Design pipeline_hazard_unit, sky130hd; sources not shown.
Fig. 1: run 1, a small window of the routed layout
Region (70, 13) to (100, 43) um. Cells in gray, sequential cells in the stronger gray; small squares are vias.
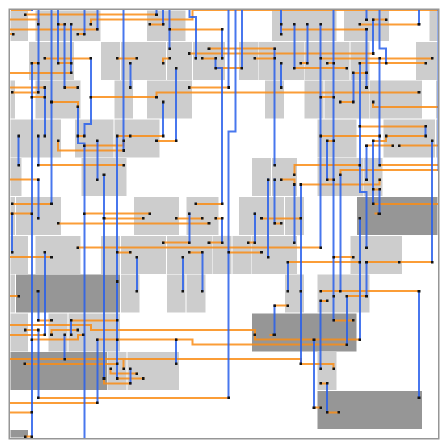
- orange: M1
- blue: M2
- sequential cells in the window: 5
- most frequent: xor2_1 (18), conb_1 (14)
- cells with their middle in the window: 59

Fig. 2: run 1, cells by drive strength
Bar = 20 um.
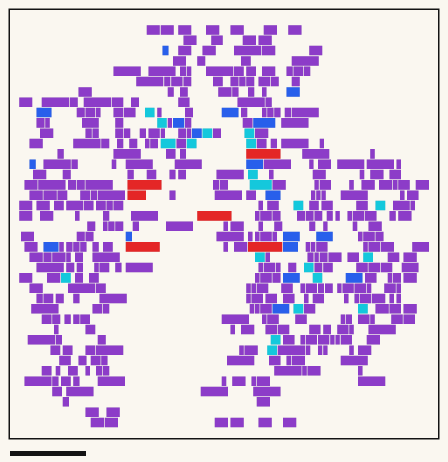
- cyan: x3 and x4 (cells 20; share 4.4%)
- blue: x2 (cells 18; share 3.9%)
- purple: x1 and smaller (cells 415; share 90%)
- red: x6 and larger (cells 6; share 1.3%)
Buffers, non-clock: 75
Area growth syn-to-layout: 40.93%

Fig. 3: run 1, clock network drawn from the DEF
Bar = 20 um.
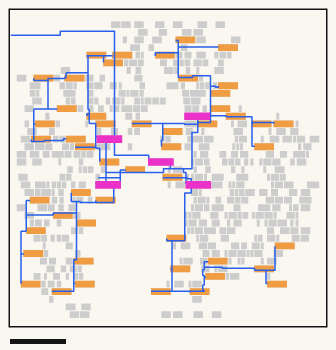
- magenta: clock-net drivers (count 5)
- orange: flip-flops (count 50)
- blue: clock wires (length 736 um)
- flops lie: spread over the die
Max Clock Skew: 0.003815 ns
power attributed to the clock group: 0.471 mW
Late-Pin Clk Latency: 0.29 ns
clock network fraction of design power: 40.5%

==> flow_metrics.py, run 1 <==
# Generated from Yosys and OpenROAD reports
metrics = {
    "clocking": {
        "cts_buffer_count": 5,
        "clock_tree_from_tritoncts": "yes",
        "cts_num_sinks": 50,
        "cts_resized": 9,
        "cts_htree_levels": 2,
        "cts_root_buffer": "sky130_fd_sc_hd__clkbuf_16",
        "worst_setup_hold_path_clk_slew_ns": 0.07,
        "cts_max_path_buffers": 2,
        "cts_post_setup_buffers_inserted": 0,
        "cts_hold_buf": 0,
    },
    "outcome": {
        "status": "completed",
    },
    "logic_synthesis": {
        "syn-cell-area_um2": 2953,
        "post_synth.cell_area_avg_um2": 8.659,
        "post_synthesis_cells": 341,
        "ys_warn_count": 6,
    },
    "layout": {
        "sequential_cell_total": 50,
        "layout.area.top_class": "multi-input combinational cells",
        "multiInputCombCellCount": 321,
        "nNonClkInverters": 5,
        "flip_flop_count_of_the_largest_register_after_layout": 17,
        "finish.instance_area_um2": 4161,
        "combAreaFraction_pct": 50.69,
        "clock_cell_area_share_pct": 3.638,
        "finish.cell_count_without_fillers": 602,
        "regArea_um2": 1001,
        "comb_area_um2": 2110,
        "seq_share_pct": 24.05,
        "finish.utilization_pct": 36.29,
        "drive_above_1_share_pct": 9.586,
        "nClkBuffers": 6,
        "layout.cells.most_common_list": "50 x sky130_fd_sc_hd__dfxtp_1, 50 x sky130_fd_sc_hd__clkdlybuf4s50_1, 48 x sky130_fd_sc_hd__conb_1",
        "diodes": 0,
        "bufAreaShareNonClock_pct": 16.87,
        "nets": 480,
        "final.fill_count": 1177,
    },
    "pwr": {
        "netSwitchingFraction_pct": 24.51,
        "switching_power_mw": 0.2855,
        "power.sequential.fraction_pct": 47.8,
        "fin_total_pwr_mw": 1.165,
        "power_leader": "sequential cells",
        "p_int_mw": 0.8794,
        "comb_power_share_pct": 11.8,
        "pwr.group.sequential_mw": 0.556,
        "worst_ir_drop_vdd_v": 0.0001989,
        "p_leak_nw": 1.692,
        "powerDensity_nw_per_um2": 279.9,
        "powerComb_mw": 0.137,
    },
    "grt": {
        "grt.met2_usage_pct": 19.96,
        "grt.met1_usage_pct": 16.04,
        "groute.usage.overall_pct": 12.03,
        "grt_antenna_before_repair": 0,
        "first_global_vias": 2665,
        "globalRoute.totalOverflow": 0,
        "grt_start_max_net_pins": 54,
        "globalRoute.busiestLayer": "met2",
        "grt_pass1_wl_mm": 12.59,
        "grt_use_met3_pct": 2.376,
    },
    "worst_hold_path": {
        "hp-class": "reg2reg",
        "hold_path_depth": 2,
    },
    "route": {
        "vias_per_cell": 4.779,
        "route.detailed.drc": 0,
        "wirelength_mm": 7.884,
        "detail_route.iter0.violations": 92,
        "wire_length_on_met1_mm": 3.783,
        "route.vias.total": 2877,
        "routed-wl-met2_mm": 3.743,
        "topRoutingLayerUsed": "met4",
        "detailroute.wirelength.met3_um": 289,
        "routed_length_per_placed_instance_um": 13.10,
        "detail-route-antenna-nets": 0,
        "drt-pass1-iter-count": 4,
    },
    "placement": {
        "placedCellCount": 594,
        "io_buffers": 58,
        "place_ws_ns": -0.2507,
        "place.detailed.hpwl_mm": 5.787,
        "post_dp_cell_area_um2": 3964,
        "gp_congestion": 0.8358,
    },
    "critical_path": {
        "max_stage_delay_ns": 0.55,
        "path_delay_family": "buffers and inverters",
        "critical-path-slowest-cell": "sky130_fd_sc_hd__clkdlybuf4s50_1",
        "crit_start_category": "primary input",
        "reg2reg_setup_slack_ns": 0.88,
        "timing.critical_path.depth": 9,
        "class_of_the_most_critical_setup_path": "in2out",
        "critical_path_buf_inv_count": 2,
        "worstPathArrival_ns": 2.80,
        "cp_common_cell": "sky130_fd_sc_hd__nand4_1",
        "reg2reg_depth": 10,
        "worstPathRequired_ns": 2.96,
        "cp_max_fo": 3,
        "end_kind": "output pin",
        "worstPathCellList": "clkdlybuf4s50_1 > xnor2_1 > nand4_1 > nor4_2 > nand4_1 > mux2_2 > o21ai_4 > nand2b_1 > dlygate4sd2_1",
    },
    "floorplanning": {
        "row_count": 39,
        "design.die.area_um2": 12700,
        "die_width_um": 112.7,
        "tap_cells": 143,
        "dieHeight_um": 112.7,
        "placeable_core_region_um2": 11470,
        "floorplanUtilization_pct": 25.75,
        "io-pin-count": 59,
    },
    "final_timing": {
        "worst_slew_margin_rel_pct": 32.55,
        "setup_ws_ns": 0.1591,
        "setup_total_negative_slack_ns": 0,
        "rsz_0062_raised_after_global_routing": "true",
        "final.min_clock_period_ns": 3.541,
        "final.period_utilization_pct": 95.70,
        "total_count_of_hold_check_failures_in_the_final_report": 0,
        "final_hold_slack_ns": 0.5062,
        "setup_viol_count_final": 0,
        "timing.fmax_ghz": 0.2824,
        "timing.final.max_slew_violations": 0,
        "worstMarginPinSlew_ns": 1.012,
    },
    "run": {
        "stage_log_warnings": 28,
        "maxCapViolations": 0,
    },
}
Fig. 4: run 1, register map, names as in the netlist
Bar = 20 um. Other sequential cells in the stronger gray, the rest of the logic in the fainter gray.
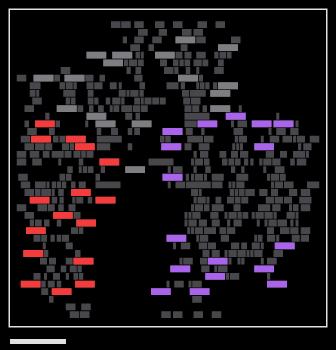

==> run 2, diff against run 1 <==
Settings changed: ABC_CLOCK_PERIOD_IN_PS set to 3700, REMOVE_ABC_BUFFERS set to 1.
Fig. 5: run 2, register map, names as in the netlist
Bar = 20 um. Other sequential cells in the stronger gray, the rest of the logic in the fainter gray.
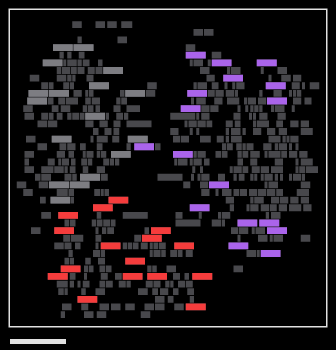
- purple: `sb_q` (placed flops 17)
- red: `flush_count` (placed flops 16)
- not colored: 17
seq pwr: 0.556 mW
post-route core utilization: 36.52%
sequential portion of the cell area: 23.90%

==> flow_metrics.py, run 2 <==
# Generated from Yosys and OpenROAD reports
metrics = {
    "layout": {
        "highest_count_logic_cell_in_the_final_layout": "sky130_fd_sc_hd__dfxtp_1",
        "nNonClkInverters": 5,
        "sequential_cell_total": 50,
        "finish.instance_area_um2": 4188,
        "layout.cells.most_common_list": "50 x sky130_fd_sc_hd__dfxtp_1, 48 x sky130_fd_sc_hd__conb_1, 45 x sky130_fd_sc_hd__clkdlybuf4s50_1",
        "layout.area.top_class": "multi-input combinational cells",
        "comb_area_um2": 2087,
        "drive_above_1_share_pct": 10.34,
        "clock_cell_area_share_pct": 3.705,
        "regArea_um2": 1001,
        "final.signal_buffer_count": 80,
        "finish.cell_count_without_fillers": 607,
        "diodes": 0,
        "nClkBuffers": 6,
        "final.fill_count": 1193,
        "flip_flop_count_of_the_largest_register_after_layout": 17,
        "multiInputCombCellCount": 321,
        "combAreaFraction_pct": 49.84,
        "syn_to_final_growth_pct": 41.82,
        "bufAreaShareNonClock_pct": 17.84,
        "nets": 485,
    },
    "floorplanning": {
        "placeable_core_region_um2": 11470,
        "dieHeight_um": 112.7,
        "tap_cells": 143,
        "floorplanUtilization_pct": 25.75,
        "die_width_um": 112.7,
        "design.die.area_um2": 12700,
        "row_count": 39,
        "io-pin-count": 59,
    },
    "clocking": {
        "worst_skew_pair.late_latency_ns": 0.29,
        "cts_htree_levels": 2,
        "cts_root_buffer": "sky130_fd_sc_hd__clkbuf_16",
        "cts_num_sinks": 50,
        "cts_post_setup_buffers_inserted": 0,
        "worst_setup_hold_path_clk_slew_ns": 0.07,
        "cts_resized": 11,
        "cts_buffer_count": 5,
        "clock_tree_from_tritoncts": "yes",
        "cts_max_path_buffers": 2,
        "cts_hold_buf": 0,
    },
    "grt": {
        "grt_antenna_before_repair": 0,
        "grt.met1_usage_pct": 16.90,
        "grt_use_met3_pct": 2.430,
        "grt_start_max_net_pins": 54,
        "globalRoute.busiestLayer": "met2",
        "grt_pass1_wl_mm": 12.75,
        "groute.usage.overall_pct": 12.24,
        "globalRoute.totalOverflow": 0,
        "grt.met2_usage_pct": 19.68,
        "first_global_vias": 2585,
    },
    "route": {
        "routed-wl-met2_mm": 3.689,
        "drt-pass1-iter-count": 4,
        "route.vias.total": 2869,
        "vias_per_cell": 4.727,
        "detail_route.iter0.violations": 113,
        "wirelength_mm": 7.755,
        "wire_length_on_met1_mm": 3.660,
        "route.detailed.drc": 0,
        "topRoutingLayerUsed": "met4",
        "detail-route-antenna-nets": 0,
        "detailroute.wirelength.met3_um": 319,
        "routed_length_per_placed_instance_um": 12.78,
    },
    "final_timing": {
        "worst_slew_margin_rel_pct": 34.80,
        "setup_ws_ns": 0.3769,
        "timing.final.max_slew_violations": 0,
        "setup_viol_count_final": 0,
        "final_hold_slack_ns": 0.5023,
        "timing.fmax_ghz": 0.3009,
        "rsz_0062_raised_after_global_routing": "false",
        "final.period_utilization_pct": 89.81,
        "worstMarginPinSlew_ns": 0.9780,
        "fin_skew_ns": 0.01145,
        "final.min_clock_period_ns": 3.323,
        "total_count_of_hold_check_failures_in_the_final_report": 0,
        "setup_total_negative_slack_ns": 0,
    },
    "pwr": {
        "comb_power_share_pct": 11.7,
        "power.sequential.fraction_pct": 47.4,
        "p_leak_nw": 1.744,
        "switching_power_mw": 0.2898,
        "powerDensity_nw_per_um2": 280.4,
        "p_int_mw": 0.8845,
        "clk-power_mw": 0.480,
        "p_clk_share_pct": 40.9,
        "worst_ir_drop_vdd_v": 0.0001934,
        "powerComb_mw": 0.138,
        "fin_total_pwr_mw": 1.174,
        "netSwitchingFraction_pct": 24.68,
        "power_leader": "sequential cells",
    },
    "critical_path": {
        "end_kind": "output pin",
        "path_delay_family": "buffers and inverters",
        "reg2reg_setup_slack_ns": 0.92,
        "critical_path_buf_inv_count": 3,
        "timing.critical_path.depth": 10,
        "critical-path-slowest-cell": "sky130_fd_sc_hd__clkdlybuf4s50_1",
        "class_of_the_most_critical_setup_path": "in2out",
        "reg2reg_depth": 10,
        "worstPathRequired_ns": 2.96,
        "worstPathArrival_ns": 2.58,
        "cp_max_fo": 2,
        "crit_start_category": "primary input",
        "worstPathCellList": "clkdlybuf4s50_1 > xor2_1 > nor4_2 > nand3_1 > nor2_1 > mux2_2 > o21a_1 > nand2_1 > inv_1 > clkbuf_2",
        "max_stage_delay_ns": 0.46,
    },
    "logic_synthesis": {
        "post_synth.cell_area_avg_um2": 8.659,
        "post_synthesis_cells": 341,
        "ys_warn_count": 6,
        "syn-cell-area_um2": 2953,
    },
    "run": {
        "maxCapViolations": 0,
        "stage_log_warnings": 26,
    },
    "worst_hold_path": {
        "hold_path_depth": 2,
        "hp-class": "reg2reg",
    },
    "placement": {
        "post_dp_cell_area_um2": 4001,
        "place.detailed.hpwl_mm": 5.779,
        "gp_congestion": 0.8462,
        "place_ws_ns": -0.2484,
        "io_buffers": 58,
        "placedCellCount": 599,
    },
    "outcome": {
        "status": "completed",
    },
}
No activity file was given, so power comes from the tool's default toggle rates.
